`config.mk`:
```
export PLATFORM = sky130hd
export DESIGN_NAME = pio_input_conditioner
export DESIGN_NICKNAME = d
export VERILOG_FILES = /design/src/rtl/pio_cond_pkg.sv /design/src/rtl/pio_input_conditioner_debounce_bit.sv /design/src/rtl/pio_input_conditioner.sv
export SDC_FILE = /design/constraint.sdc
export NUM_CORES = 1
export LEC_CHECK = 0
export ABC_AREA = 1
export CAP_MARGIN = 20
export CORE_MARGIN = 2
export CORE_UTILIZATION = 45
export DETAILED_ROUTE_END_ITERATION = 12
export GPL_TIMING_DRIVEN = 0
export REMOVE_ABC_BUFFERS = 1
export SYNTH_ARGS = -nofsm -noshare
export SYNTH_HDL_FRONTEND = slang
export SYNTH_SLANG_ARGS = --single-unit
```
`constraint.sdc`:
```
create_clock -name clk_50 -period 2.2 [get_ports clk_50]
set_clock_uncertainty 0.1 [all_clocks]
set_input_delay 0.44 -clock clk_50 [delete_from_list [all_inputs] [get_ports clk_50]]
set_output_delay 0.44 -clock clk_50 [all_outputs]
set_load 0.01 [all_outputs]
```
`src/rtl/pio_cond_pkg.sv`:
```
// pio_cond_pkg
// Shared types, defaults and helpers for the PIO input conditioner.
// Contents:
//   deb_state_t          per-bit debounce FSM state
//   DEF_* localparams    defaults for a 50 MHz clock and a 10 ms debounce
//   cnt_width(n)         bits needed to hold a count of 0..n
package pio_cond_pkg;

  // state      | meaning
  // ST_STABLE  | synchronised input agrees with clean level
  // ST_PENDING | input differs; counting consecutive differing clocks
  typedef enum logic {ST_STABLE, ST_PENDING} deb_state_t;

  localparam int DEF_CLK_HZ          = 50_000_000;
  localparam int DEF_DEBOUNCE_MS     = 10;
  localparam int DEF_DEBOUNCE_CYCLES = (DEF_CLK_HZ / 1000) * DEF_DEBOUNCE_MS;
  localparam int DEF_SYNC_STAGES     = 2;

  function automatic int cnt_width(input int n);
    return $clog2(n + 1);
  endfunction

endpackage

```
`src/rtl/pio_input_conditioner_debounce_bit.sv`:
```
// debounce_bit
// One conditioned input: synchroniser, polarity fix, debounce FSM and counter.
// Ports:
//   clk_50      in   system clock
//   reset       in   synchronous active-low reset
//   raw         in   asynchronous pin
//   clean       out  debounced logical level (1 = active)
//   rise_pulse  out  one-cycle pulse on the edge clean goes 0->1
//   fall_pulse  out  one-cycle pulse on the edge clean goes 1->0
module debounce_bit
  import pio_cond_pkg::*;
#(
  parameter int   SYNC_STAGES     = DEF_SYNC_STAGES,
  parameter int   DEBOUNCE_CYCLES = DEF_DEBOUNCE_CYCLES,
  parameter logic INVERT          = 1'b0
) (
  input  logic clk_50,
  input  logic reset,
  input  logic raw,
  output logic clean,
  output logic rise_pulse,
  output logic fall_pulse
);

  localparam int            CW      = cnt_width(DEBOUNCE_CYCLES);
  localparam logic [CW-1:0] CNT_MAX = CW'(DEBOUNCE_CYCLES);

  if (SYNC_STAGES < 2 || SYNC_STAGES > 4) begin : g_bad_sync
    $error("debounce_bit: SYNC_STAGES must be in 2..4");
  end
  if (DEBOUNCE_CYCLES < 1) begin : g_bad_deb
    $error("debounce_bit: DEBOUNCE_CYCLES must be >= 1");
  end

  logic [SYNC_STAGES-1:0] sync;
  logic                   s;
  logic                   accept;
  deb_state_t             state;
  logic [CW-1:0]          count;

  assign s = sync[SYNC_STAGES-1] ^ INVERT;

  // Pulses are combinational so the event flags in the top land on the
  // same edge as the clean level.
  assign accept     = (state == ST_PENDING) && (s != clean) && (count == CNT_MAX);
  assign rise_pulse = accept & s;
  assign fall_pulse = accept & ~s;

  always_ff @(posedge clk_50) begin
    if (!reset) begin
      // Loading the idle pin level keeps reset release free of events.
      sync  <= {SYNC_STAGES{INVERT}};
      state <= ST_STABLE;
      count <= '0;
      clean <= 1'b0;
    end else begin
      sync <= {sync[SYNC_STAGES-2:0], raw};
      if (state == ST_STABLE) begin
        if (s != clean) begin
          state <= ST_PENDING;
          count <= CW'(1);
        end
      end else begin
        if (s == clean) begin
          state <= ST_STABLE;
          count <= '0;
        end else if (count == CNT_MAX) begin
          clean <= s;
          state <= ST_STABLE;
          count <= '0;
        end else begin
          count <= count + 1'b1;
        end
      end
    end
  end

endmodule

```
`src/rtl/pio_input_conditioner.sv`:
```
// pio_input_conditioner
// Conditions board buttons/switches: per-bit debounce, sticky edge flags
// with write-1-to-clear, and a registered masked level interrupt.
// Ports:
//   clk_50     in   system clock, 50 MHz
//   reset      in   synchronous active-low reset
//   raw_in     in   asynchronous pins {pio_sw, pio_btn}
//   clean_out  out  debounced, polarity-normalised levels
//   rise_evt   out  sticky 0->1 flags
//   fall_evt   out  sticky 1->0 flags
//   evt_clear  in   write-1-to-clear for both flags of each bit
//   irq_mask   in   per-bit interrupt enable
//   irq        out  registered OR of masked flags
module pio_input_conditioner
  import pio_cond_pkg::*;
#(
  parameter int               WIDTH           = 13,
  parameter int               SYNC_STAGES     = DEF_SYNC_STAGES,
  parameter int               DEBOUNCE_CYCLES = DEF_DEBOUNCE_CYCLES,
  parameter logic [WIDTH-1:0] INVERT_MASK     = 'h000F
) (
  input  logic             clk_50,
  input  logic             reset,
  input  logic [WIDTH-1:0] raw_in,
  output logic [WIDTH-1:0] clean_out,
  output logic [WIDTH-1:0] rise_evt,
  output logic [WIDTH-1:0] fall_evt,
  input  logic [WIDTH-1:0] evt_clear,
  input  logic [WIDTH-1:0] irq_mask,
  output logic             irq
);

  logic [WIDTH-1:0] rise_pulse;
  logic [WIDTH-1:0] fall_pulse;

  for (genvar i = 0; i < WIDTH; i++) begin : g_bit
    debounce_bit #(
      .SYNC_STAGES     (SYNC_STAGES),
      .DEBOUNCE_CYCLES (DEBOUNCE_CYCLES),
      .INVERT          (INVERT_MASK[i])
    ) u_bit (
      .clk_50     (clk_50),
      .reset      (reset),
      .raw        (raw_in[i]),
      .clean      (clean_out[i]),
      .rise_pulse (rise_pulse[i]),
      .fall_pulse (fall_pulse[i])
    );
  end

  // Set wins over a simultaneous clear.
  always_ff @(posedge clk_50) begin
    if (!reset) begin
      rise_evt <= '0;
      fall_evt <= '0;
      irq      <= 1'b0;
    end else begin
      rise_evt <= (rise_evt & ~evt_clear) | rise_pulse;
      fall_evt <= (fall_evt & ~evt_clear) | fall_pulse;
      irq      <= |((rise_evt | fall_evt) & irq_mask);
    end
  end

endmodule

```
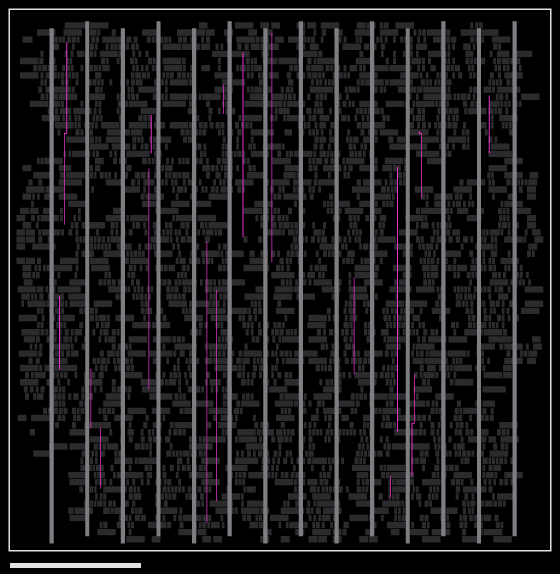
(images/met4.png)
Scale bar: 50 microns. Supply wires on this layer in grey. Cells faint in the background.
wire length on this layer = 830 microns
longest straight run = 107 microns
share of all routed wire = 1.9%

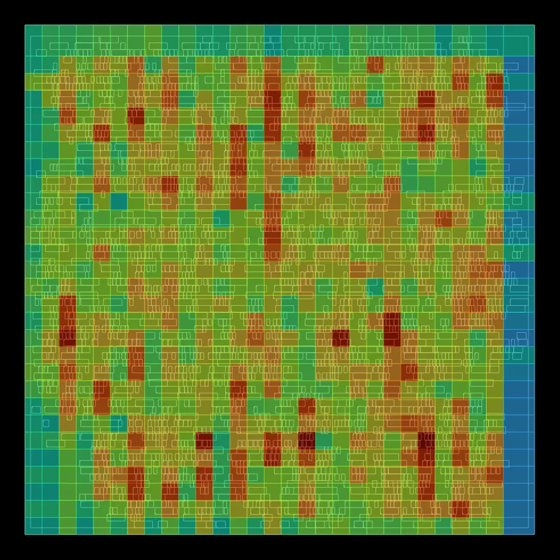
(images/final_congestion.png)
global-route total usage across every layer: 20.41%
detailed-route wire length per cell: 12.39 microns
met2 global-route usage: 33.77%
fraction of the core area covered by cells at the end of the flow: 51.61%

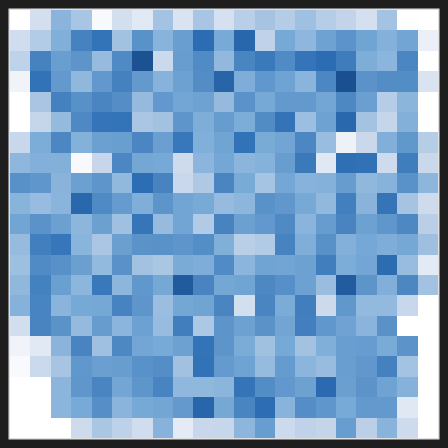
(images/density.png)
21 x 21 tiles, from white (low) to dark blue (high), 0 to 100% covered.
mean over tiles = 47%
fullest tile = 87%
nearly empty tiles = 5.2%
floorplan core area: 39910 sq um
Core Density at Floorplan: 45.90%

==> flow_summary.rst <==
Flow metrics
------------

.. list-table::
   :header-rows: 1

   * - Metric
     - Value
   * - Worst-path cell chain
     - clkdlybuf4s50_1
   * - Inserted tap cell count
     - 525
   * - Worst Max-Slew Pin Slew
     - 883.5 ps
   * - Synth async-reset ratio
     - 0%
   * - # setup viols final
     - 0
   * - Violation tally from detailed-route iteration zero
     - 1009
   * - Via/cell ratio
     - 5.045
   * - Number of cells in the yosys synthesis report
     - 2876
   * - Critical path launch point
     - g_bit[0].u_bit.clean$_SDFFE_PN0P_
   * - Portion of total power attributed to sequential cells
     - 47.1%
   * - Placed instance count
     - 3396
   * - Area fraction in compound gates
     - 12.11%
   * - Tally of nets with antenna violations remaining after routing
     - 0
   * - Kind of start point of the critical path
     - register
   * - Number of multi-input logic gates
     - 2104
   * - Most instantiated library cell after synthesis
     - sky130_fd_sc_hd__nand2_1
   * - Iteration count of the initial detailed-routing pass
     - 7
   * - Non-clock buffer count
     - 82
   * - I/O pin cnt
     - 81
   * - Overall die area
     - 42340 sq um
   * - Area used by multi-input combinational logic
     - 9950 sq um
   * - Logic depth of the worst register-to-register path
     - 9
   * - Placed Instance Area
     - 19340 sq um
   * - Number of global-route vias before repair
     - 16070
   * - CTS tree
     - built
   * - Clock Power Share
     - 49.6%
   * - Placed wire-length estimate after detailed placement
     - 29200 microns
   * - Yosys stat chip area
     - 18320 sq um
   * - Registers with the most flip-flops
     - g_bit.u_bit.count x247, g_bit.u_bit.sync x26
   * - Total clock buffers created by CTS
     - 39
   * - Status
     - finished clean
   * - Area of all placed cells without fillers
     - 20600 sq um
   * - Synthesis-stage register bit count
     - 326
   * - Overflow left after global routing
     - 0
   * - Number of distinct standard cells referenced by the synthesized netlist
     - 42
   * - Hold violation total from the final report
     - 0
   * - Top cells by count
     - sky130_fd_sc_hd__nand2_1 (862), sky130_fd_sc_hd__inv_1 (340), sky130_fd_sc_hd__dfxtp_1 (326)
   * - Buffers and inverters on the worst path
     - 1
   * - Critical path capture point
     - clean_out[0]
   * - Routed wire length
     - 42910 microns
   * - Dominant kind of cell
     - logic gates
   * - Crit path max fanout
     - 4
   * - Filler cell count in the final layout
     - 4042
   * - Netlist Area Pre-Place
     - 18320 sq um
   * - CTS Root Buffer Type
     - sky130_fd_sc_hd__clkbuf_16
   * - Share of final-layout standard cells stronger than drive strength 1
     - 4.731%
   * - Yosys xor share
     - 3.299%
   * - Library cell contributing the largest single delay on the critical path
     - sky130_fd_sc_hd__clkdlybuf4s50_1
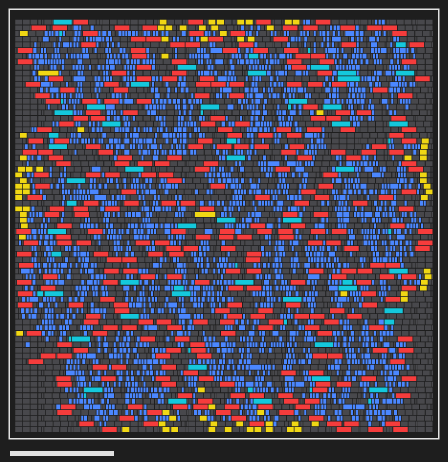
(images/cell_classes.png)
Scale bar: 50 microns. Fill, decap, tap and diode cells in grey.
other buffers and delay cells -> yellow  # cells 82, share of their area 4.3%
flip-flops -> red  # cells 326, share of their area 33%
clock drivers and dummy loads -> cyan  # cells 67, share of their area 6.3%
all other logic -> blue  # cells 2463, share of their area 57%

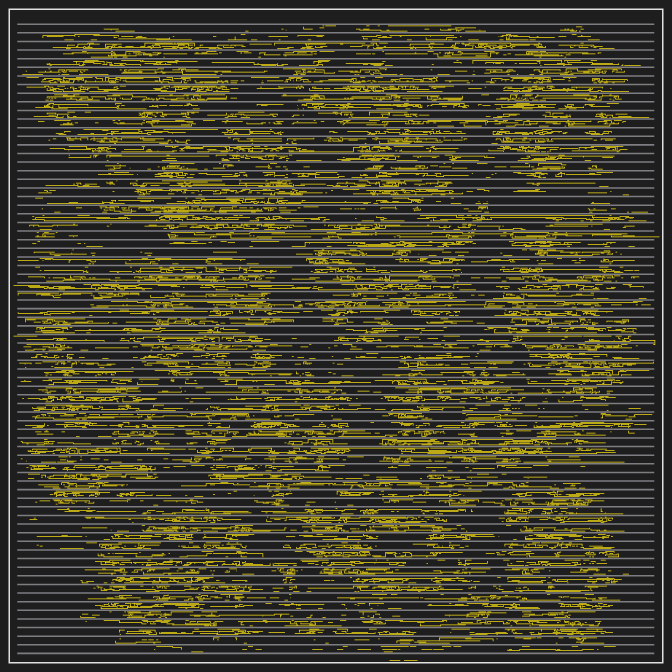
(images/met1.png)
Supply wires on this layer in grey.
main direction = horizontal
nets with wire on the layer = 2798
share of all routed wire = 50%
wire length on this layer = 21.3 mm
vias: 17470
GRT met1 Usage: 27.60%

-- cells by family after synthesis --
logic type | Yosys count
flip-flops | 326
XOR/XNOR | 69
buffers and inverters | 446
adder cells (fa/ha/maj) | 26
AND/OR/NAND/NOR | 1601
AND-OR/OR-AND | 408
-- power groups by stage --
| stage | clock network, uW | registers (uW) | logic (uW) |
|---|---|---|---|
| after floorplan | 0 | 6100 | 222 |
| after global placement | 0 | 6110 | 428 |
| after detailed placement | 0 | 6110 | 436 |
| after CTS | 6520 | 5980 | 437 |
| after global routing | 6750 | 5980 | 480 |
| final | 6300 | 5980 | 430 |
-- layer usage --
| metal | up-vias | routed length, microns | global-route usage (%) |
|---|---|---|---|
| met4 | 0 | 829 | 6.295 |
| li1 | 9221 | - | - |
| met3 | 49 | 1728 | 2.645 |
| met1 | 7894 | 21350 | 27.60 |
| met5 | - | 0 | 0 |
| met2 | 308 | 19000 | 33.77 |
-- cells in the final DEF, fill, tap and decap left out, drive strengths merged --
cell	synthesis	layout
nand4	60	60
a31oi	1	1
or2	16	16
a21o	9	9
inv	347	347
nor3	27	27
o21ai	97	97
clkinvlp	0	1
ha	26	26
nor2	357	357
clkbuf	30	59
o2111ai	6	6
clkinv	12	18
buf	57	3
o211ai	4	4
nor3b	1	1
xnor2	28	28
o21bai	12	12
clkdlybuf4s50	0	79
bufinv	0	1
nand3b	16	16
a21oi	273	273
xor2	41	41
nand3	255	255
dfxtp	326	326
nand2	867	867
o21a	3	3
o31ai	1	1
a21boi	2	2
and2	2	2
-- metrics by stage --
stage	util (%)	setup TNS [ps]	total power, uW
final	51.61	0	12710
after global routing	51.61	0	13210
after CTS	51.59	0	12940
after detailed placement	48.45	-19120	6544
after global placement	48.29	-2687070	6536
after floorplan	-	-292780	6321
Power figures rest on the tool's default switching activity, not on a simulated workload.
